run_1/density.png
The die is cut into 17 by 17 equal tiles; black is low, pale yellow is high, 0 to 100% covered.
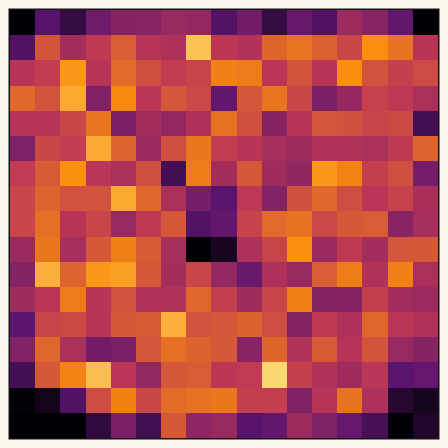
run_1/met3.png
Scale bar: 50 um.
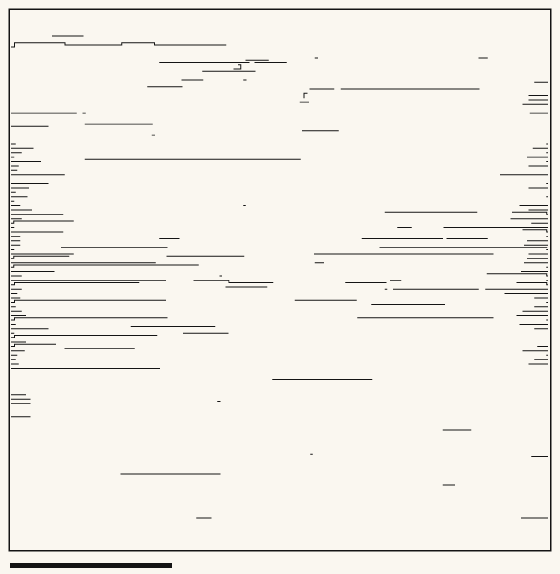
run_1/port_nets.png
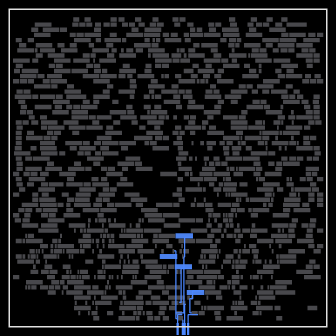
**config.mk**
```make
export PLATFORM = sky130hd
export DESIGN_NAME = bnn_fc_classifier
export DESIGN_NICKNAME = d
export VERILOG_FILES = /design/src/rtl/bnn_fc_classifier.sv
export SDC_FILE = /design/constraint.sdc
export NUM_CORES = 1
export LEC_CHECK = 0
export CAP_MARGIN = 40
export CORE_UTILIZATION = 40
export CTS_CLUSTER_SIZE = 25
export DETAILED_ROUTE_END_ITERATION = 16
export PLACE_DENSITY_LB_ADDON = 0.05
export SETUP_SLACK_MARGIN = 0.05
export SLEW_MARGIN = 10
export SYNTH_ARGS = -nofsm -noshare
export SYNTH_HDL_FRONTEND = slang
export SYNTH_SLANG_ARGS = --single-unit
```
**constraint.sdc**
```tcl
create_clock -name iCLK -period 18.3 [get_ports iCLK]
set_input_delay 3.66 -clock iCLK [delete_from_list [all_inputs] [get_ports iCLK]]
set_output_delay 3.66 -clock iCLK [all_outputs]
set_load 0.05 [all_outputs]
```
**src/rtl/bnn_fc_classifier.sv**
```systemverilog
// bnn_fc_classifier: binary FC stage, XNOR-popcount per class against a streamed weight ROM, arg-max out.
// Defining BNN_FC_BIAS_EN adds the iBIAS port and a signed per-class bias on every score.
module bnn_fc_classifier #(
   parameter int BL  = 154,
   parameter int CW  = 14,
   parameter int NCH = 11,
   parameter int NC  = 10,
   parameter int AW  = 7,
   parameter int CLW = 4,
   parameter int SW  = 8,
   parameter int BW  = 8
) (
   input  logic                  iCLK,
   input  logic                  iRSTn,
   input  logic                  iSTART,
   input  logic [BL-1:0]         iDATA,
   output logic [AW-1:0]         oW_ADDR,
   input  logic [CW-1:0]         iW_DATA,
`ifdef BNN_FC_BIAS_EN
   input  logic [NC*BW-1:0]      iBIAS,
   output logic signed [SW+1:0]  oSCORE,
`else
   output logic [SW-1:0]         oSCORE,
`endif
   output logic [CLW-1:0]        oCLASS,
   output logic                  oVALID,
   output logic                  oBUSY
);
   localparam int KW = $clog2(NCH);
`ifdef BNN_FC_BIAS_EN
   localparam int OW = SW + 2;
   localparam logic [OW-1:0] SMIN = {1'b1, {(OW-1){1'b0}}};
   logic signed [OW-1:0] score, best, upd_score;
   logic [BW-1:0] bias;
`else
   localparam int OW = SW;
   localparam logic [OW-1:0] SMIN = '0;
   logic [OW-1:0] score, best, upd_score;
`endif
   typedef enum logic [1:0] {IDLE, RUN, DRAIN, DONE} state_t;
   state_t state, state_nx;
   logic [BL-1:0] data;
   logic [KW-1:0] k0, k1, k2;
   logic [CLW-1:0] c0, c1, c2, best_cls, upd_cls;
   logic v1, v2, issued, upd;
   logic [CW-1:0] xn;
   logic [SW-1:0] acc, pop, sum;

   // Stage 1 tags the address on oW_ADDR, stage 2 tags the ROM word now on iW_DATA.
   always_comb begin
      xn = ~(data[int'(k2)*CW +: CW] ^ iW_DATA);
      pop = '0;
      for (int i = 0; i < CW; i++) pop = pop + SW'(xn[i]);
      sum = (k2 == '0 ? '0 : acc) + pop;
   end

`ifdef BNN_FC_BIAS_EN
   assign bias  = iBIAS[int'(c2)*BW +: BW];
   assign score = $signed({2'b00, sum}) + $signed({{(OW-BW){bias[BW-1]}}, bias});
`else
   assign score = sum;
`endif

   assign upd       = v2 && k2 == KW'(NCH-1) && (c2 == '0 || score > best);
   assign upd_score = upd ? score : best;
   assign upd_cls   = upd ? c2 : best_cls;

   always_ff @(posedge iCLK or negedge iRSTn)
      if (!iRSTn) state <= IDLE;
      else state <= state_nx;

   always_comb begin
      state_nx = state;
      case (state)
         IDLE:    state_nx = iSTART ? RUN : IDLE;
         RUN:     state_nx = (v1 && k1 == KW'(NCH-1) && c1 == CLW'(NC-1)) ? DRAIN : RUN;
         DRAIN:   state_nx = DONE;
         default: state_nx = IDLE;
      endcase
      oVALID = state == DONE;
      oBUSY  = state != IDLE;
   end

   always_ff @(posedge iCLK or negedge iRSTn)
      if (!iRSTn) begin
         data     <= '0;
         oW_ADDR  <= '0;
         {k0, k1, k2, c0, c1, c2} <= '0;
         {v1, v2, issued} <= '0;
         acc      <= '0;
         best     <= '0;
         best_cls <= '0;
         oSCORE   <= '0;
         oCLASS   <= '0;
      end else begin
         v1 <= 1'b0;
         v2 <= v1;
         k2 <= k1;
         c2 <= c1;
         if (state == IDLE && iSTART) begin
            data     <= iDATA;
            k0       <= '0;
            c0       <= '0;
            issued   <= 1'b0;
            best     <= SMIN;
            best_cls <= '0;
         end else if (state == RUN && !issued) begin
            oW_ADDR <= AW'(int'(c0)*NCH + int'(k0));
            v1      <= 1'b1;
            k1      <= k0;
            c1      <= c0;
            k0      <= k0 == KW'(NCH-1) ? '0 : k0 + KW'(1);
            c0      <= k0 == KW'(NCH-1) ? c0 + CLW'(1) : c0;
            issued  <= k0 == KW'(NCH-1) && c0 == CLW'(NC-1);
         end
         if (v2) acc <= sum;
         best     <= (state == IDLE && iSTART) ? SMIN : upd_score;
         best_cls <= (state == IDLE && iSTART) ? '0 : upd_cls;
         if (state == DRAIN) begin
            oSCORE <= upd_score;
            oCLASS <= upd_cls;
         end
      end
endmodule

```
==> impl_metrics.csv, run 1 <==
group,metric,value,unit
synth,yosys_cells,832,
clocking,cts_root_buf,"clkbuf_16",
layout,clkCellAreaFrac,6.72,%
layout,largest_reg_flops,154,
clocking,insertion_delay,0.53,ns
drt,drt-total-wl,26.8,mm
grt,use_met1,28.1,%
drt,wl_met2,12.0,mm
sta,grt_setup_unrepaired,"no",
layout,logic_gate_count,528,
grt,met2_usage,30.0,%
synth,top_logic_kind,"multiplexers",
worst_setup_path,cp_num_cells,23,
die,rows,59,
min_path,hold_end,"c2[0]",
worst_setup_path,cp_max_fo,10,
layout,final_util,53.0,%
sta,max_slew.worst_pin.slew,1.02,ns
worst_setup_path,path_buffers,5,
worst_setup_path,worstSetupPathType,"in2reg",
sta,clock_skew,0.0191,ns
synth,edf_count,0,
min_path,hold-path-cell-count,0,
clocking,clockBufferDepth,3,
worst_setup_path,worstSetupStartpoint,"iW_DATA[5]",
run_status,outcome,"complete, no violations",
layout,fillers,2310,
sta,fin_setup_tns,0,ns
worst_setup_path,arrival,9.78,ns
synth,ys.flop_type,"dfrtp_1",
sta,hold_violations,0,
sta,finalClockPeriodUsage,51.1,%
synth,ys_seq_share,51.1,%
layout,clock_buffers,30,
worst_setup_path,cp.required,18.74,ns
placed_design,portBuffers,191,
layout,final_cells,1369,
synth,synth_warnings,0,
clocking,cts_max_level,1,
grt,grt_overflow_total,0,
drt,dr_total_vias,7032,
die,ios,192,
drt,top_layer,"met4",
layout,final_cell_mix,"dfrtp_1, clkdlybuf4s50_1, mux2_2",
worst_setup_path,end_kind,"register",
synth,xor_share,2.41,%
worst_setup_path,critPathMostFrequentCell,"fa_1",
clocking,cts.sinks,222,
layout,num-nonclk-buffers,201,
placed_design,dp_cells,1322,
synth,most_common_cell,"dfrtp_1",
layout,sh_comb_area,34.9,%
layout,drive_gt1_share,25.4,%
die,die_y,167,um
-- density.png (at the start) --
tiles over 75% full: 5.5%
nearly empty tiles: 2.8%
mean over tiles: 49%
fullest tile: 91%

-- met3.png (at the start) --
longest straight run: 66.5 um
wire length on this layer: 1,860 um
share of all routed wire: 6.9%

-- port_nets.png (at the start) --
legend:
  blue:
    port: oCLASS
    bits: 4
    direction: output
    end_cells: 4
    buffers: 4
    wire: 163 um

run_1/final_placement.png
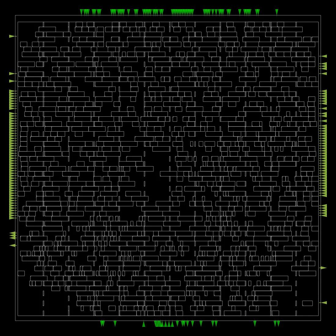

## Run 2: what changed since run 1
==> constraint.sdc (replaced) <==
create_clock -name iCLK -period 8.7 [get_ports iCLK]
set_input_delay 1.74 -clock iCLK [delete_from_list [all_inputs] [get_ports iCLK]]
set_output_delay 1.74 -clock iCLK [all_outputs]
set_load 0.05 [all_outputs]
run_2/final_placement.png
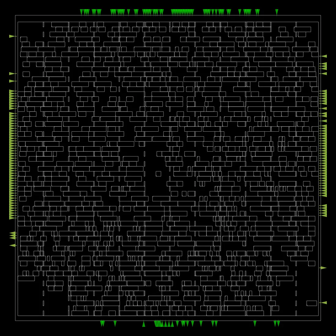
core area: 26,400 um2
TAP cells: 335
Seq/total area: 39.9%

==> run 2 against run 1 <==
Compared with the run above:
- flip-flop count did not move
- wire length is 0.45% lower
- synthesized cell count unchanged
- highest routed layer is now met5
==> impl_metrics.csv, run 2 <==
group,metric,value,unit
drt,wl_met2,11.8,mm
worst_setup_path,end_kind,"register",
worst_setup_path,cp_max_fo,23,
synth,simple_gate_share,5.53,%
grt,met2_usage,29.0,%
worst_setup_path,crit_end,"oSCORE[7]",
min_path,hold_end,"k2[1]",
die,ios,192,
drt,top_layer,"met5",
layout,logic_gate_count,528,
sta,fin_setup_tns,0,ns
worst_setup_path,critPathMostFrequentCell,"fa_1",
layout,num-nonclk-buffers,206,
layout,largest_reg_flops,154,
drt,dr_total_vias,6972,
synth,xor_share,2.41,%
drt,drt-total-wl,26.7,mm
worst_setup_path,arrival,7.97,ns
clocking,insertion_delay,0.53,ns
sta,clock_skew,0.0209,ns
synth,ys.flop_type,"dfrtp_1",
die,die_y,167,um
min_path,hold-path-cell-count,0,
clocking,cts_root_buf,"clkbuf_16",
layout,final_util,52.8,%
layout,fillers,2287,
clocking,clockBufferDepth,3,
synth,yosys_cells,832,
layout,clkCellAreaFrac,6.09,%
synth,synth_warnings,0,
layout,final_cells,1375,
run_status,outcome,"complete, no violations",
worst_setup_path,cp.required,9.14,ns
worst_setup_path,path_buffers,4,
sta,grt_setup_unrepaired,"no",
sta,max_slew.worst_pin.slew,1.22,ns
die,rows,59,
clocking,cts.sinks,222,
clocking,cts_max_level,1,
layout,sh_comb_area,35.0,%
placed_design,dp_cells,1327,
synth,most_common_cell,"dfrtp_1",
worst_setup_path,worstSetupStartpoint,"k2[1]",
sta,finalClockPeriodUsage,86.6,%
layout,drive_gt1_share,25.6,%
worst_setup_path,worstSetupPathType,"reg2reg",
run_2/met3.png
Scale bar: 50 um.
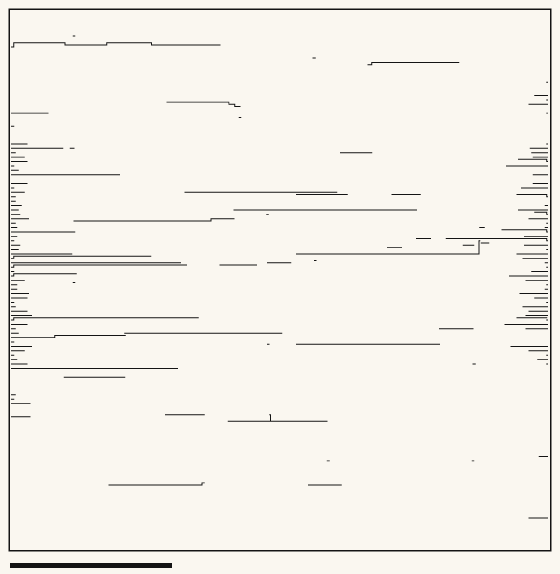

## Run 3: what changed since run 2
--- a/config.mk
+++ b/config.mk
@@ -6,7 +6,7 @@
 export NUM_CORES = 1
 export LEC_CHECK = 0
 export CAP_MARGIN = 40
-export CORE_UTILIZATION = 40
+export CORE_UTILIZATION = 41
 export CTS_CLUSTER_SIZE = 25
 export DETAILED_ROUTE_END_ITERATION = 16
 export PLACE_DENSITY_LB_ADDON = 0.05
run_3/met3.png
Scale bar: 50 um.
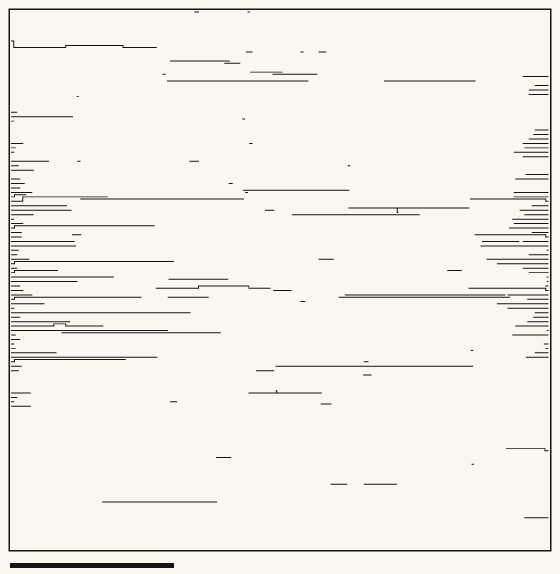
share of all routed wire: 7.0%
nets with wire on the layer: 132

==> run 3 against run 2 <==
Compared with the run above:
- core utilization rose by 0.36 points
- first-iteration DRC count fell by 16%
- highest routed layer unchanged
- cell count fell by 0.22%
- hold slack got worse by 0.013 ns
- maximum frequency fell by 0.66%
- wire length barely moved
- via count rose by 0.83%
- clock skew fell by 0.0084 ns
- final area fell by 0.45%
- non-clock buffer count fell by 1
- global-route usage rose by 0.54 points
==> impl_metrics.csv, run 3 <==
group,metric,value,unit
sta,clock_skew,0.0124,ns
sta,finalClockPeriodUsage,87.1,%
worst_setup_path,cp.required,9.14,ns
synth,simple_gate_share,5.53,%
synth,synth_warnings,0,
clocking,cts_max_level,1,
worst_setup_path,cp_num_cells,26,
worst_setup_path,path_buffers,4,
layout,final_cell_mix,"dfrtp_1, clkdlybuf4s50_1, mux2_2",
drt,wl_met2,11.6,mm
run_status,outcome,"complete, no violations",
drt,drt-total-wl,26.7,mm
layout,sh_comb_area,35.2,%
clocking,cts_root_buf,"clkbuf_16",
grt,use_met1,28.5,%
synth,yosys_cells,832,
die,die_y,165,um
layout,final_cells,1372,
drt,dr_total_vias,7030,
die,n_tap_cell,335,
synth,xor_share,2.41,%
layout,clock_buffers,35,
clocking,insertion_delay,0.52,ns
drt,top_layer,"met5",
sta,fin_setup_tns,0,ns
worst_setup_path,cp_max_fo,22,
layout,fillers,2336,
worst_setup_path,worstSetupPathType,"reg2reg",
clocking,clockBufferDepth,3,
layout,seqAreaFraction,40.1,%
synth,top_logic_kind,"multiplexers",
worst_setup_path,critPathMostFrequentCell,"fa_1",
sta,grt_setup_unrepaired,"no",
sta,max_slew.worst_pin.slew,1.07,ns
min_path,hold_end,"v2",
placed_design,dp_cells,1326,
synth,ys_seq_share,51.1,%
worst_setup_path,end_kind,"register",
layout,largest_reg_flops,154,
clocking,cts.sinks,222,
die,ios,192,
synth,most_common_cell,"dfrtp_1",
min_path,hold-path-cell-count,0,
worst_setup_path,crit_end,"oSCORE[7]",
worst_setup_path,arrival,8.02,ns
grt,met2_usage,29.9,%
layout,drive_gt1_share,25.1,%
grt,grt_overflow_total,0,
die,core-area,26100,um2
layout,logic_gate_count,528,
worst_setup_path,worstSetupStartpoint,"k2[1]",
die,rows,59,
synth,edf_count,0,
layout,final_util,53.2,%
layout,num-nonclk-buffers,205,
